**Routing congestion map**

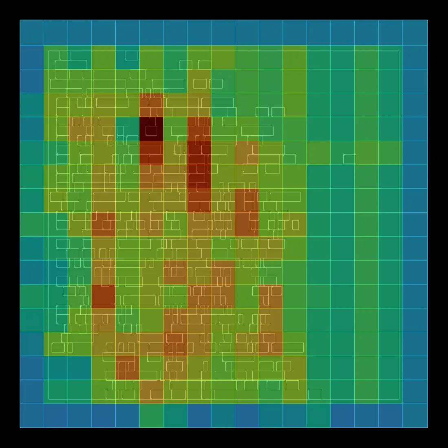
**Sequential cells coloured by netlist name**

The bar under the picture is 20 microns long. Other sequential cells in the stronger grey, the rest of the logic in the fainter grey.
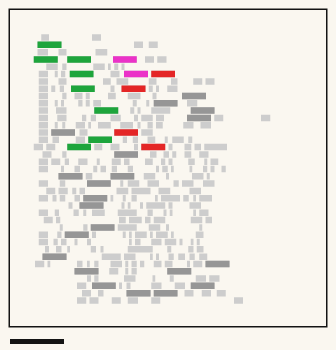
--- config.mk ---
export PLATFORM = sky130hd
export DESIGN_NAME = alu_rr_scheduler_flat
export DESIGN_NICKNAME = d
export VERILOG_FILES = /design/src/rtl/alu_rr_scheduler_if.sv /design/src/rtl/alu_rr_scheduler.sv /design/src/flat_wrapper.sv
export SDC_FILE = /design/constraint.sdc
export NUM_CORES = 1
export LEC_CHECK = 0
export CAP_MARGIN = 20
export CELL_PAD_IN_SITES_DETAIL_PLACEMENT = 1
export CELL_PAD_IN_SITES_GLOBAL_PLACEMENT = 1
export CORE_MARGIN = 8
export CORE_UTILIZATION = 25
export DETAILED_ROUTE_END_ITERATION = 7
export MAX_ROUTING_LAYER = met4
export PLACE_DENSITY = 0.65
export SLEW_MARGIN = 20
export SYNTH_ARGS = -nofsm -noshare
export SYNTH_HDL_FRONTEND = slang
export SYNTH_HIERARCHICAL = 1
export SYNTH_SLANG_ARGS = --single-unit
--- constraint.sdc ---
create_clock -name clk -period 4.8 [get_ports clk]
set_clock_uncertainty 0.2 [all_clocks]
set_input_delay 0.96 -clock clk [delete_from_list [all_inputs] [get_ports clk]]
set_output_delay 0.96 -clock clk [all_outputs]
set_load 0.01 [all_outputs]
--- src/rtl/alu_rr_scheduler_if.sv ---
// Request/response bundle between two control units and the shared-ALU scheduler.
// master = requester side, slave = scheduler side.
interface alu_rr_scheduler_if;
  logic [1:0] req_valid;
  logic [1:0] req_ready;
  logic [3:0] req0_a;
  logic [3:0] req0_b;
  logic [1:0] req0_op;
  logic [3:0] req1_a;
  logic [3:0] req1_b;
  logic [1:0] req1_op;
  logic [1:0] rsp_valid;
  logic [1:0] rsp_ready;
  logic [7:0] rsp_result;
  logic       rsp_cout;
  logic       busy;
  logic [7:0] ops_done;

  modport master (
    output req_valid, req0_a, req0_b, req0_op, req1_a, req1_b, req1_op, rsp_ready,
    input  req_ready, rsp_valid, rsp_result, rsp_cout, busy, ops_done
  );

  modport slave (
    input  req_valid, req0_a, req0_b, req0_op, req1_a, req1_b, req1_op, rsp_ready,
    output req_ready, rsp_valid, rsp_result, rsp_cout, busy, ops_done
  );
endinterface

--- src/rtl/alu_rr_scheduler.sv ---
// Shares one alu_4bit between two valid/ready requesters with round-robin or fixed-priority
// arbitration; operands are held on the ALU for EXEC_CYCLES cycles, then returned per channel.
//
// state | meaning
// IDLE  | waiting for a request; req_ready is the one-hot grant
// EXEC  | latched operands driven on the ALU, exec counter running down
// RESP  | result held, rsp_valid[id] high until rsp_ready[id]

module alu_4bit (
  input  logic [3:0] a,
  input  logic [3:0] b,
  input  logic [1:0] tt,
  output logic [7:0] result,
  output logic       cout
);
  logic [4:0] sum;
  logic [4:0] diff;
  logic [7:0] prod;

  assign sum  = {1'b0, a} + {1'b0, b};
  assign diff = {1'b0, a} - {1'b0, b};
  assign prod = {4'b0000, a} * {4'b0000, b};

  // add/sub are nibble-wide with carry/borrow on cout; mul fills the whole byte
  always_comb begin
    result = 8'h00;
    cout   = 1'b0;
    case (tt)
      2'b00: begin
        result = {4'b0000, sum[3:0]};
        cout   = sum[4];
      end
      2'b01: begin
        result = {4'b0000, diff[3:0]};
        cout   = diff[4];
      end
      2'b10:   result = prod;
      default: result = {4'b0000, a & b};
    endcase
  end
endmodule

module alu_rr_scheduler #(
  parameter int EXEC_CYCLES = 1,
  parameter bit RR_ENABLE   = 1'b1
) (
  input logic               clk,
  input logic               rst,
  alu_rr_scheduler_if.slave bus
);
  typedef enum logic [1:0] {
    IDLE = 2'd0,
    EXEC = 2'd1,
    RESP = 2'd2
  } state_t;

  localparam logic [3:0] EXEC_LOAD = 4'(EXEC_CYCLES - 1);

  state_t     state;
  state_t     state_nxt;
  logic       prio;
  logic       id_q;
  logic [3:0] a_q;
  logic [3:0] b_q;
  logic [1:0] op_q;
  logic [3:0] exec_cnt;
  logic [7:0] result_q;
  logic       cout_q;
  logic [7:0] ops_q;

  logic [1:0] gnt;
  logic [1:0] ready_c;
  logic [1:0] valid_c;
  logic       busy_c;
  logic       accept;
  logic       capture;
  logic       complete;
  logic [3:0] win_a;
  logic [3:0] win_b;
  logic [1:0] win_op;

  logic [3:0] alu_a;
  logic [3:0] alu_b;
  logic [1:0] alu_tt;
  logic [7:0] alu_result;
  logic       alu_cout;

  // prio names the channel that wins a tie; it flips to the loser on every accept
  always_comb begin
    if (bus.req_valid == 2'b11)
      gnt = (RR_ENABLE && prio) ? 2'b10 : 2'b01;
    else
      gnt = bus.req_valid;
  end

  assign win_a  = gnt[1] ? bus.req1_a  : bus.req0_a;
  assign win_b  = gnt[1] ? bus.req1_b  : bus.req0_b;
  assign win_op = gnt[1] ? bus.req1_op : bus.req0_op;

  always_ff @(posedge clk or posedge rst) begin
    if (rst)
      state <= IDLE;
    else
      state <= state_nxt;
  end

  always_comb begin
    state_nxt = state;
    ready_c   = 2'b00;
    valid_c   = 2'b00;
    busy_c    = 1'b0;
    accept    = 1'b0;
    capture   = 1'b0;
    complete  = 1'b0;
    case (state)
      IDLE: begin
        ready_c = gnt;
        if (gnt != 2'b00) begin
          accept    = 1'b1;
          state_nxt = EXEC;
        end
      end
      EXEC: begin
        busy_c = 1'b1;
        if (exec_cnt == 4'd0) begin
          capture   = 1'b1;
          state_nxt = RESP;
        end
      end
      RESP: begin
        busy_c  = 1'b1;
        valid_c = id_q ? 2'b10 : 2'b01;
        if (bus.rsp_ready[id_q]) begin
          complete  = 1'b1;
          state_nxt = IDLE;
        end
      end
      default: state_nxt = IDLE;
    endcase
  end

  always_ff @(posedge clk or posedge rst) begin
    if (rst) begin
      prio     <= 1'b0;
      id_q     <= 1'b0;
      a_q      <= 4'd0;
      b_q      <= 4'd0;
      op_q     <= 2'd0;
      exec_cnt <= 4'd0;
      result_q <= 8'd0;
      cout_q   <= 1'b0;
      ops_q    <= 8'd0;
    end else begin
      if (accept) begin
        prio     <= ~gnt[1];
        id_q     <= gnt[1];
        a_q      <= win_a;
        b_q      <= win_b;
        op_q     <= win_op;
        exec_cnt <= EXEC_LOAD;
      end else if (state == EXEC && exec_cnt != 4'd0) begin
        exec_cnt <= exec_cnt - 4'd1;
      end
      if (capture) begin
        result_q <= alu_result;
        cout_q   <= alu_cout;
      end
      if (complete)
        ops_q <= ops_q + 8'd1;
    end
  end

  // ALU sees only the latched operands, so its inputs hold through IDLE as well
  assign alu_a  = a_q;
  assign alu_b  = b_q;
  assign alu_tt = op_q;

  alu_4bit u_alu (
    .a      (alu_a),
    .b      (alu_b),
    .tt     (alu_tt),
    .result (alu_result),
    .cout   (alu_cout)
  );

  assign bus.req_ready  = ready_c;
  assign bus.rsp_valid  = valid_c;
  assign bus.rsp_result = result_q;
  assign bus.rsp_cout   = cout_q;
  assign bus.busy       = busy_c;
  assign bus.ops_done   = ops_q;
endmodule

--- src/flat_wrapper.sv ---
// flat-port wrapper written by rule: the top's interface ports become plain ports
module alu_rr_scheduler_flat 
#(
  parameter int EXEC_CYCLES = 1,
  parameter bit RR_ENABLE   = 1'b1
)
  (clk, rst, bus_req_valid, bus_req0_a, bus_req0_b, bus_req0_op, bus_req1_a, bus_req1_b, bus_req1_op, bus_rsp_ready, bus_req_ready, bus_rsp_valid, bus_rsp_result, bus_rsp_cout, bus_busy, bus_ops_done);
  alu_rr_scheduler_if bus_i ();
  input logic clk;
  input logic rst;
  input wire logic [$bits(bus_i.req_valid)-1:0] bus_req_valid;
  input wire logic [$bits(bus_i.req0_a)-1:0] bus_req0_a;
  input wire logic [$bits(bus_i.req0_b)-1:0] bus_req0_b;
  input wire logic [$bits(bus_i.req0_op)-1:0] bus_req0_op;
  input wire logic [$bits(bus_i.req1_a)-1:0] bus_req1_a;
  input wire logic [$bits(bus_i.req1_b)-1:0] bus_req1_b;
  input wire logic [$bits(bus_i.req1_op)-1:0] bus_req1_op;
  input wire logic [$bits(bus_i.rsp_ready)-1:0] bus_rsp_ready;
  output wire logic [$bits(bus_i.req_ready)-1:0] bus_req_ready;
  output wire logic [$bits(bus_i.rsp_valid)-1:0] bus_rsp_valid;
  output wire logic [$bits(bus_i.rsp_result)-1:0] bus_rsp_result;
  output wire logic [$bits(bus_i.rsp_cout)-1:0] bus_rsp_cout;
  output wire logic [$bits(bus_i.busy)-1:0] bus_busy;
  output wire logic [$bits(bus_i.ops_done)-1:0] bus_ops_done;
  assign bus_i.req_valid = bus_req_valid;
  assign bus_i.req0_a = bus_req0_a;
  assign bus_i.req0_b = bus_req0_b;
  assign bus_i.req0_op = bus_req0_op;
  assign bus_i.req1_a = bus_req1_a;
  assign bus_i.req1_b = bus_req1_b;
  assign bus_i.req1_op = bus_req1_op;
  assign bus_i.rsp_ready = bus_rsp_ready;
  assign bus_req_ready = bus_i.req_ready;
  assign bus_rsp_valid = bus_i.rsp_valid;
  assign bus_rsp_result = bus_i.rsp_result;
  assign bus_rsp_cout = bus_i.rsp_cout;
  assign bus_busy = bus_i.busy;
  assign bus_ops_done = bus_i.ops_done;
  alu_rr_scheduler #(.EXEC_CYCLES(EXEC_CYCLES), .RR_ENABLE(RR_ENABLE)) u_core (.clk(clk), .rst(rst), .bus(bus_i));
endmodule
==> summary.rpt <==
FLOW METRICS REPORT
----------------------------------------------------
[Status]
  Outcome ........................ finished, final reports clean

[Synthesis]
  Mapped cell area ........................ 2590 sq um
  Share of synthesized area occupied by flip-flops and latches ........................ 33.9%
  Chip area estimate from yosys synthesis ........................ 2590 sq um
  Top cells by area, synth ........................ dfrtp_1, ha_1, mux2_2
  Unique masters post-synth ........................ 46
  Total number of yosys warnings ........................ 6
  Async SR Flop Fraction ........................ 100%
  Cell type with the highest aggregate area in the netlist ........................ dfrtp_1
  Proportion of netlist area held by the largest area contributor ........................ 33.9%

[Die]
  Chip Width ........................ 118 microns
  Ports placed on the boundary ........................ 48
  Row count ........................ 37

[Job]
  Max-Cap Viols ........................ 0

[Worst hold path]
  Hold Path Origin ........................ u_core/bus.ops_done[7]

[Route]
  Vias per std cell ........................ 4.67
  Final routed wirelength across all metal layers ........................ 6.76 mm

[Finish]
  ANT cells ........................ 0
  Final std cells w/o fill ........................ 446

[CTS]
  H-tree level count ........................ 2
  Total number of clock tree sinks ........................ 35
  Clock tree from TritonCTS ........................ done
  Setup bufs post-CTS ........................ 0
  Cell chosen for the clock root ........................ clkbuf_8
  Clock-pin slew reported for the worst setup and hold paths after clock tree synthesis ........................ 0.07 ns

[Setup path]
  Dominant cell type by count on the critical path ........................ clkdlybuf4s50_1
  Count of buffering cells on the critical path with inverters included ........................ 2
  Critical path fanouts, max ........................ 14

[GRT]
  Total congestion overflow after global routing ........................ 0

----------------------------------------------------
Notes on 'routing congestion map' above:
global-route track usage on met3: 2.16%
met2 track demand over resource in global routing: 17.3%
global-route usage over all layers: 10.2%
average wire per cell in the routed design: 15.2 microns

Notes on 'sequential cells coloured by netlist name' above:
Green shows u_core/bus.ops_done, sequential cells 8, where north-west. Magenta shows u_core/state, sequential cells 2. Red shows u_core/exec_cnt, sequential cells 4.
Another 21 sequential cells are not coloured.
final design utilization: 31.8%
register share of the cell area: 27.0%
Power Sequential: 577 uW
flip-flop and latch area: 876 sq um

## synth_stat cells (all sizes together), types with 3 or more instances
cell type	count
a221o	5
a21oi	9
nor2b	4
nor2	17
nand3	13
nor3b	4
buf	6
mux2i	3
mux2	12
a221oi	4
ha	26
clkbuf	5
o21ai	18
a31oi	8
and2	10
inv	26
xor2	5
fa	6
xnor2	3
nor3	8
dfrtp	35
nand2	14
nand2b	6
## cell type report
| type | count | area [sq um] | share of cell area [%] |
|---|---|---|---|
| multi-input cells | 195 | 1540 | 47.6 |
| flip-flops and latches | 35 | 876 | 27.0 |
| clock inverters | 1 | 7.51 | 0.232 |
| repair buffers | 48 | 478 | 14.7 |
| well taps | 136 | 170 | 5.25 |
| inverters | 26 | 97.6 | 3.01 |
| clock buffers | 5 | 68.8 | 2.12 |
## power breakdown
group | internal, mW | total [mW] | switching, mW
clock | 0.0964 | 0.203 | 0.106
sequential | 0.418 | 0.577 | 0.159
combinational | 0.723 | 1.47 | 0.743
## routing by layer
metal / vias to the layer above / part of all wire (%) / track usage (%) / routed length (microns)
met4: 0 / 1.8 / 3.52 / 122
met3: 8 / 3.5 / 2.16 / 239
li1: 1021 / - / - / -
met1: 1016 / 46 / 11.8 / 3100
met2: 40 / 49 / 17.3 / 3300
met5: - / 0 / - / 0
## cells by family (layout without fill, tap and decap cells)
| group | Yosys count | in the layout | share of synthesized area [%] |
|---|---|---|---|
| adder cells (fa/ha/maj) | 32 | 32 | 17.2 |
| AND/OR/NAND/NOR | 85 | 85 | 18.7 |
| multiplexers | 16 | 16 | 7.40 |
| flip-flops | 35 | 35 | 33.9 |
| XOR/XNOR | 8 | 8 | 2.71 |
| buffers and inverters | 37 | 80 | 6.48 |
| AND-OR/OR-AND | 54 | 54 | 13.6 |
Power figures rest on the tool's default switching activity, not on a simulated workload.
